**config.mk**
```make
export PLATFORM = sky130hd
export DESIGN_NAME = q_8_34d_dp_flat
export DESIGN_NICKNAME = d
export VERILOG_FILES = /design/src/rtl/q_8_34d_dp_pkg.sv /design/src/rtl/q_8_34d_dp_if.sv /design/src/rtl/d_ff.sv /design/src/rtl/q_8_34d_dp.sv /design/src/flat_wrapper.sv
export SDC_FILE = /design/constraint.sdc
export NUM_CORES = 1
export LEC_CHECK = 0
export CORE_MARGIN = 8
export CORE_UTILIZATION = 45
export DETAILED_ROUTE_END_ITERATION = 8
export GPL_ROUTABILITY_DRIVEN = 0
export PLACE_DENSITY = 0.81
export SYNTH_ARGS = -nofsm -noshare
export SYNTH_HDL_FRONTEND = slang
export SYNTH_SLANG_ARGS = --single-unit
```
**constraint.sdc**
```tcl
create_clock -name clk -period 2.3 [get_ports clk]
set_input_delay 0.46 -clock clk [delete_from_list [all_inputs] [get_ports clk]]
set_output_delay 0.46 -clock clk [all_outputs]
set_load 0.03 [all_outputs]
```
**src/rtl/q_8_34d_dp_pkg.sv**
```systemverilog
// Shared definitions for the ones-counter controller/datapath pair.
// Holds the default datapath width and the command bundle the controller
// hands to the datapath each cycle.
package q_8_34d_dp_pkg;

    localparam int unsigned WIDTH_DEFAULT = 8;

    // One command word per cycle; load_regs has priority over the other two.
    typedef struct packed {
        logic load_regs;
        logic incr_r2;
        logic shift;
    } q_8_34d_cmd_t;

endpackage

```
**src/rtl/q_8_34d_dp_if.sv**
```systemverilog
// Controller <-> datapath bus for the ones counter.
//   master : the controller; drives commands and data_in, observes status.
//   slave  : the datapath; consumes commands, returns zero/E/count/r1.
// Signals: load_regs, incr_r2, shift, data_in[WIDTH] (commands);
//          zero, E, count[WIDTH], r1[WIDTH] (status).
interface q_8_34d_dp_if
    import q_8_34d_dp_pkg::*;
#(
    parameter int unsigned WIDTH = WIDTH_DEFAULT
);
    logic             load_regs;
    logic             incr_r2;
    logic             shift;
    logic [WIDTH-1:0] data_in;
    logic             zero;
    logic             E;
    logic [WIDTH-1:0] count;
    logic [WIDTH-1:0] r1;

    modport master (
        output load_regs, incr_r2, shift, data_in,
        input  zero, E, count, r1
    );

    modport slave (
        input  load_regs, incr_r2, shift, data_in,
        output zero, E, count, r1
    );
endinterface

```
**src/rtl/d_ff.sv**
```systemverilog
// Generic resettable D flip-flop bank.
//   clk_i     : rising-edge clock
//   rst_ni    : asynchronous active-low reset, loads RESET_VAL
//   d_i / q_o : data in / registered data out
module d_ff #(
    parameter int unsigned     WIDTH     = 1,
    parameter logic [WIDTH-1:0] RESET_VAL = '0
) (
    input  logic             clk_i,
    input  logic             rst_ni,
    input  logic [WIDTH-1:0] d_i,
    output logic [WIDTH-1:0] q_o
);
    always_ff @(posedge clk_i or negedge rst_ni) begin
        if (!rst_ni) begin
            q_o <= RESET_VAL;
        end else begin
            q_o <= d_i;
        end
    end
endmodule

```
**src/rtl/q_8_34d_dp.sv**
```systemverilog
// Ones-counter datapath. R1 holds the operand being shifted out, R2 counts
// the ones seen, E catches each bit leaving R1[WIDTH-1].
//   clk   : rising-edge clock
//   rst_b : asynchronous active-low reset (R1 = R2 = E = 0)
//   bus   : slave side of q_8_34d_dp_if (commands in, zero/E/count/r1 out)
module q_8_34d_dp
    import q_8_34d_dp_pkg::*;
#(
    parameter int unsigned WIDTH = WIDTH_DEFAULT
) (
    input  logic         clk,
    input  logic         rst_b,
    q_8_34d_dp_if.slave  bus
);
    q_8_34d_cmd_t     cmd;
    logic [WIDTH-1:0] r1_q, r1_d;
    logic [WIDTH-1:0] r2_q, r2_d;
    logic             e_q, e_d;

    assign cmd = '{load_regs: bus.load_regs, incr_r2: bus.incr_r2, shift: bus.shift};

    always_comb begin
        r1_d = r1_q;
        r2_d = r2_q;
        e_d  = e_q;
        if (cmd.load_regs) begin
            r1_d = bus.data_in;
            // Preset to -1 so the controller's unconditional first increment lands on 0.
            r2_d = '1;
            e_d  = 1'b0;
        end else begin
            // Shift and increment are independent and may fire on the same edge.
            if (cmd.shift) begin
                e_d  = r1_q[WIDTH-1];
                r1_d = {r1_q[WIDTH-2:0], 1'b0};
            end
            if (cmd.incr_r2) begin
                r2_d = r2_q + WIDTH'(1);
            end
        end
    end

    always_ff @(posedge clk or negedge rst_b) begin
        if (!rst_b) begin
            r1_q <= '0;
            r2_q <= '0;
        end else begin
            r1_q <= r1_d;
            r2_q <= r2_d;
        end
    end

    d_ff #(
        .WIDTH     (1),
        .RESET_VAL (1'b0)
    ) u_e_ff (
        .clk_i  (clk),
        .rst_ni (rst_b),
        .d_i    (e_d),
        .q_o    (e_q)
    );

    assign bus.zero  = (r1_q == '0);
    assign bus.E     = e_q;
    assign bus.count = r2_q;
    assign bus.r1    = r1_q;
endmodule

```
**src/flat_wrapper.sv**
```systemverilog
// flat-port wrapper written by rule: the top's interface ports become plain ports
module q_8_34d_dp_flat import q_8_34d_dp_pkg::*;
#(
    parameter int unsigned WIDTH = WIDTH_DEFAULT
)
  (clk, rst_b, bus_load_regs, bus_incr_r2, bus_shift, bus_data_in, bus_zero, bus_E, bus_count, bus_r1);
  q_8_34d_dp_if #(.WIDTH(WIDTH)) bus_i ();
  input  logic clk;
  input  logic rst_b;
  input wire logic [$bits(bus_i.load_regs)-1:0] bus_load_regs;
  input wire logic [$bits(bus_i.incr_r2)-1:0] bus_incr_r2;
  input wire logic [$bits(bus_i.shift)-1:0] bus_shift;
  input wire logic [$bits(bus_i.data_in)-1:0] bus_data_in;
  output wire logic [$bits(bus_i.zero)-1:0] bus_zero;
  output wire logic [$bits(bus_i.E)-1:0] bus_E;
  output wire logic [$bits(bus_i.count)-1:0] bus_count;
  output wire logic [$bits(bus_i.r1)-1:0] bus_r1;
  assign bus_i.load_regs = bus_load_regs;
  assign bus_i.incr_r2 = bus_incr_r2;
  assign bus_i.shift = bus_shift;
  assign bus_i.data_in = bus_data_in;
  assign bus_zero = bus_i.zero;
  assign bus_E = bus_i.E;
  assign bus_count = bus_i.count;
  assign bus_r1 = bus_i.r1;
  q_8_34d_dp #(.WIDTH(WIDTH)) u_core (.clk(clk), .rst_b(rst_b), .bus(bus_i));
endmodule
```
==> flow_summary.ini <==
; flow metrics
[finish]
n_antenna_cell = 0
clk_share_pct = 2.227
drive_gt1_share_pct = 8.257
flop_area_um2 = 425.4
areaGrowthSynthToFinish_pct = 43.75
mostFrequentLayoutCell = clkdlybuf4s50_1
largest_cell_class = registers
comb_area_share_pct = 31.81
comb_area_um2 = 375.4
final_cell_count_no_fill = 134
final_cell_mix = clkdlybuf4s50_1 (29), dfrtp_1 (17), nand2_1 (9), o21ai_0 (9), mux2i_1 (8)
n_all_buffers = 32

[die]
die_y_um = 58.71
fp_util_pct = 47.54
die_w_um = 58.71
nWellTaps = 25

[critical_path]
r2r_cells = 4
critical-path-top-delay-family = simple AND/OR/NAND/NOR gates
crit_slowest_cell = or4_1
path_buffers = 1
r2r_end = u_core.bus.count[6]
reg2reg_from = u_core.bus.count[0]
cp.arrival_ns = 1.73
path_cells = or4_1 -> nor2_1 -> dlygate4sd2_1
path_class = reg -> out
slowest_delay_ns = 0.54
ff2ff_setup_slack_ns = 0.78
crit_required_ns = 1.84

[route]
initialDrtViolationCount = 15
first_pass_iters = 4
route.met2.wl_um = 808
top_layer = met3
wl_met1_um = 914
met3_wirelength_um = 147
vias_per_cell = 5.104

[placed_design]
io_buffers = 30
dpl.cell_count = 130
place_area_mm2 = 0.001155
dp_slack_ns = 0.1438

[sta]
finalHoldViolCount = 0
fin_skew_ns = 0.003790
slew_headroom_pct = 66.83
timing.setup.tns_ns = 0
period_needed_ns = 2.188
worstMarginPinSlew_ns = 0.4959
setup_violations = 0
fin_hold_ws_ns = 0.4996
finalCritPeriodShare_pct = 95.14
fin_ws_ns = 0.1117

[synthesis]
synthTopCellsByCount = dfrtp_1 (17), nand2_1 (9), o21ai_0 (9)
simple_gate_share_pct = 21.19
ys_sh_adder_pct = 1.524
ys_cells = 76
synth-async-reset-ratio_pct = 100.0
edf_count = 0
ys_sh_xor_pct = 3.201
ys_ff = 17
synth_cell_types = 25
top_logic_kind = simple AND/OR/NAND/NOR gates
compound_area_share_pct = 10.06
syn_inst = 76
synth.avg_cell_area_um2 = 10.80
ys_chip_area_um2 = 820.8
yosysTopAreaCell = dfrtp_1
netlist_area_um2 = 820.8
ff_type = dfrtp_1

[power_and_ir_drop]
p_sw_share_pct = 33.21
switchingPower_mw = 0.2588
powerComb_mw = 0.262
power_leader = registers
peakVddDrop_uv = 401.2

[clock_network]
cts_tree = yes
hold_buffers = 0

[flow_run]
warnings = 26

[global_route]
grt_use_met2_pct = 18.11
grt_max_degree = 18
grt_pass1_vias = 691

[run_status]
status = completed
Figure 1. PDN straps and rails.
Pins as bars on the die edge.
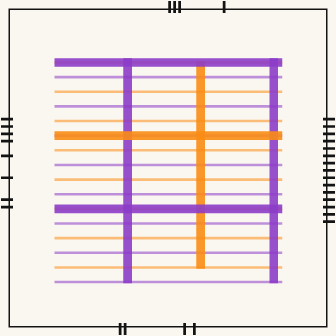
Key: purple = VSS; orange = VDD
The core has 15 rows. 31 signal pins sit on the boundary. 3 straps on met5. 3 straps on met4. 16 met1 rails follow the rows.

Figure 2. Cells colored by class.
Scale bar: 20 µm.
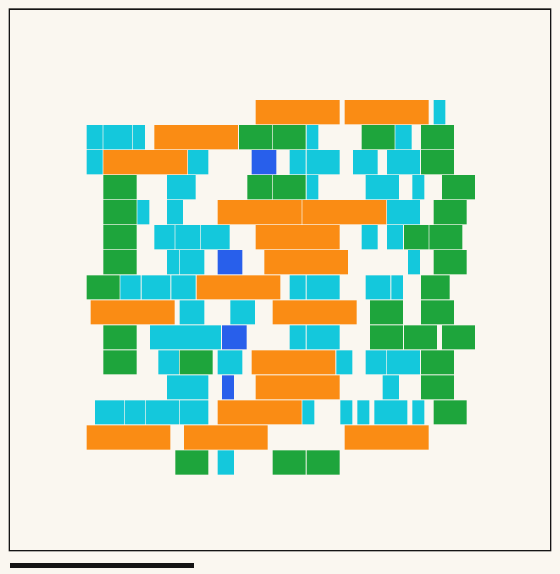
Key: blue = clock drivers and dummy loads [cells 4, share of their area 2.3%]; orange = flip-flops [cells 17, share of their area 37%]; cyan = all other logic [cells 56, share of their area 33%]; green = other buffers and delay cells [cells 32, share of their area 27%]
FP Rows: 15
core area: 0.001727 mm²
final core occ: 68.33%
Seq area share: 36.06%
fin area: 0.001180 mm²

Figure 3. Clock distribution.
Scale bar: 20 µm.
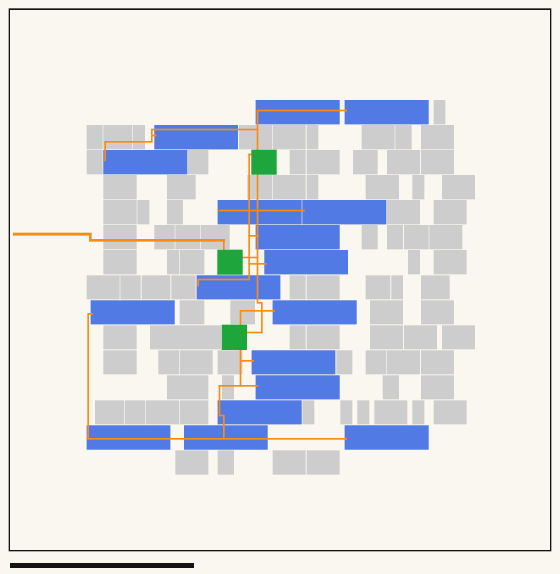
Key: green = cells driving clock nets [count 3]; blue = flip-flops [count 17]; orange = clock wires [length 184 µm]
There are 4 routed clock nets.
clock network power: 0.151 mW
power share of the clock group: 19.4%

Figure 4. Signal wires by layer.
Only two layers are drawn.
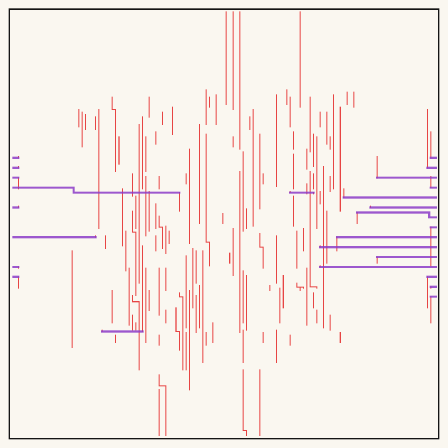
Key: purple = met3 [wire length 148 µm]; red = met2 [wire length 809 µm]
routed via count: 684
wire per inst: 13.96 µm
global-route total usage across every layer: 11.03%
Total Routed Length: 1.871 mm

Figure 5. Clock wiring as the flow saved it.
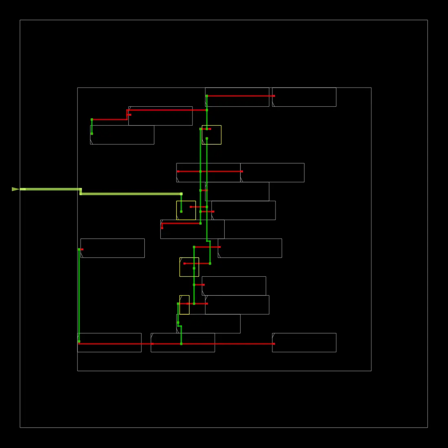
cts bufs inserted: 3
flop count: 17
Latency at later pin: 0.28 ns
Clock Buffer Count: 4
CTS Sinks: 17

Power is estimated from default activity; no workload was simulated.
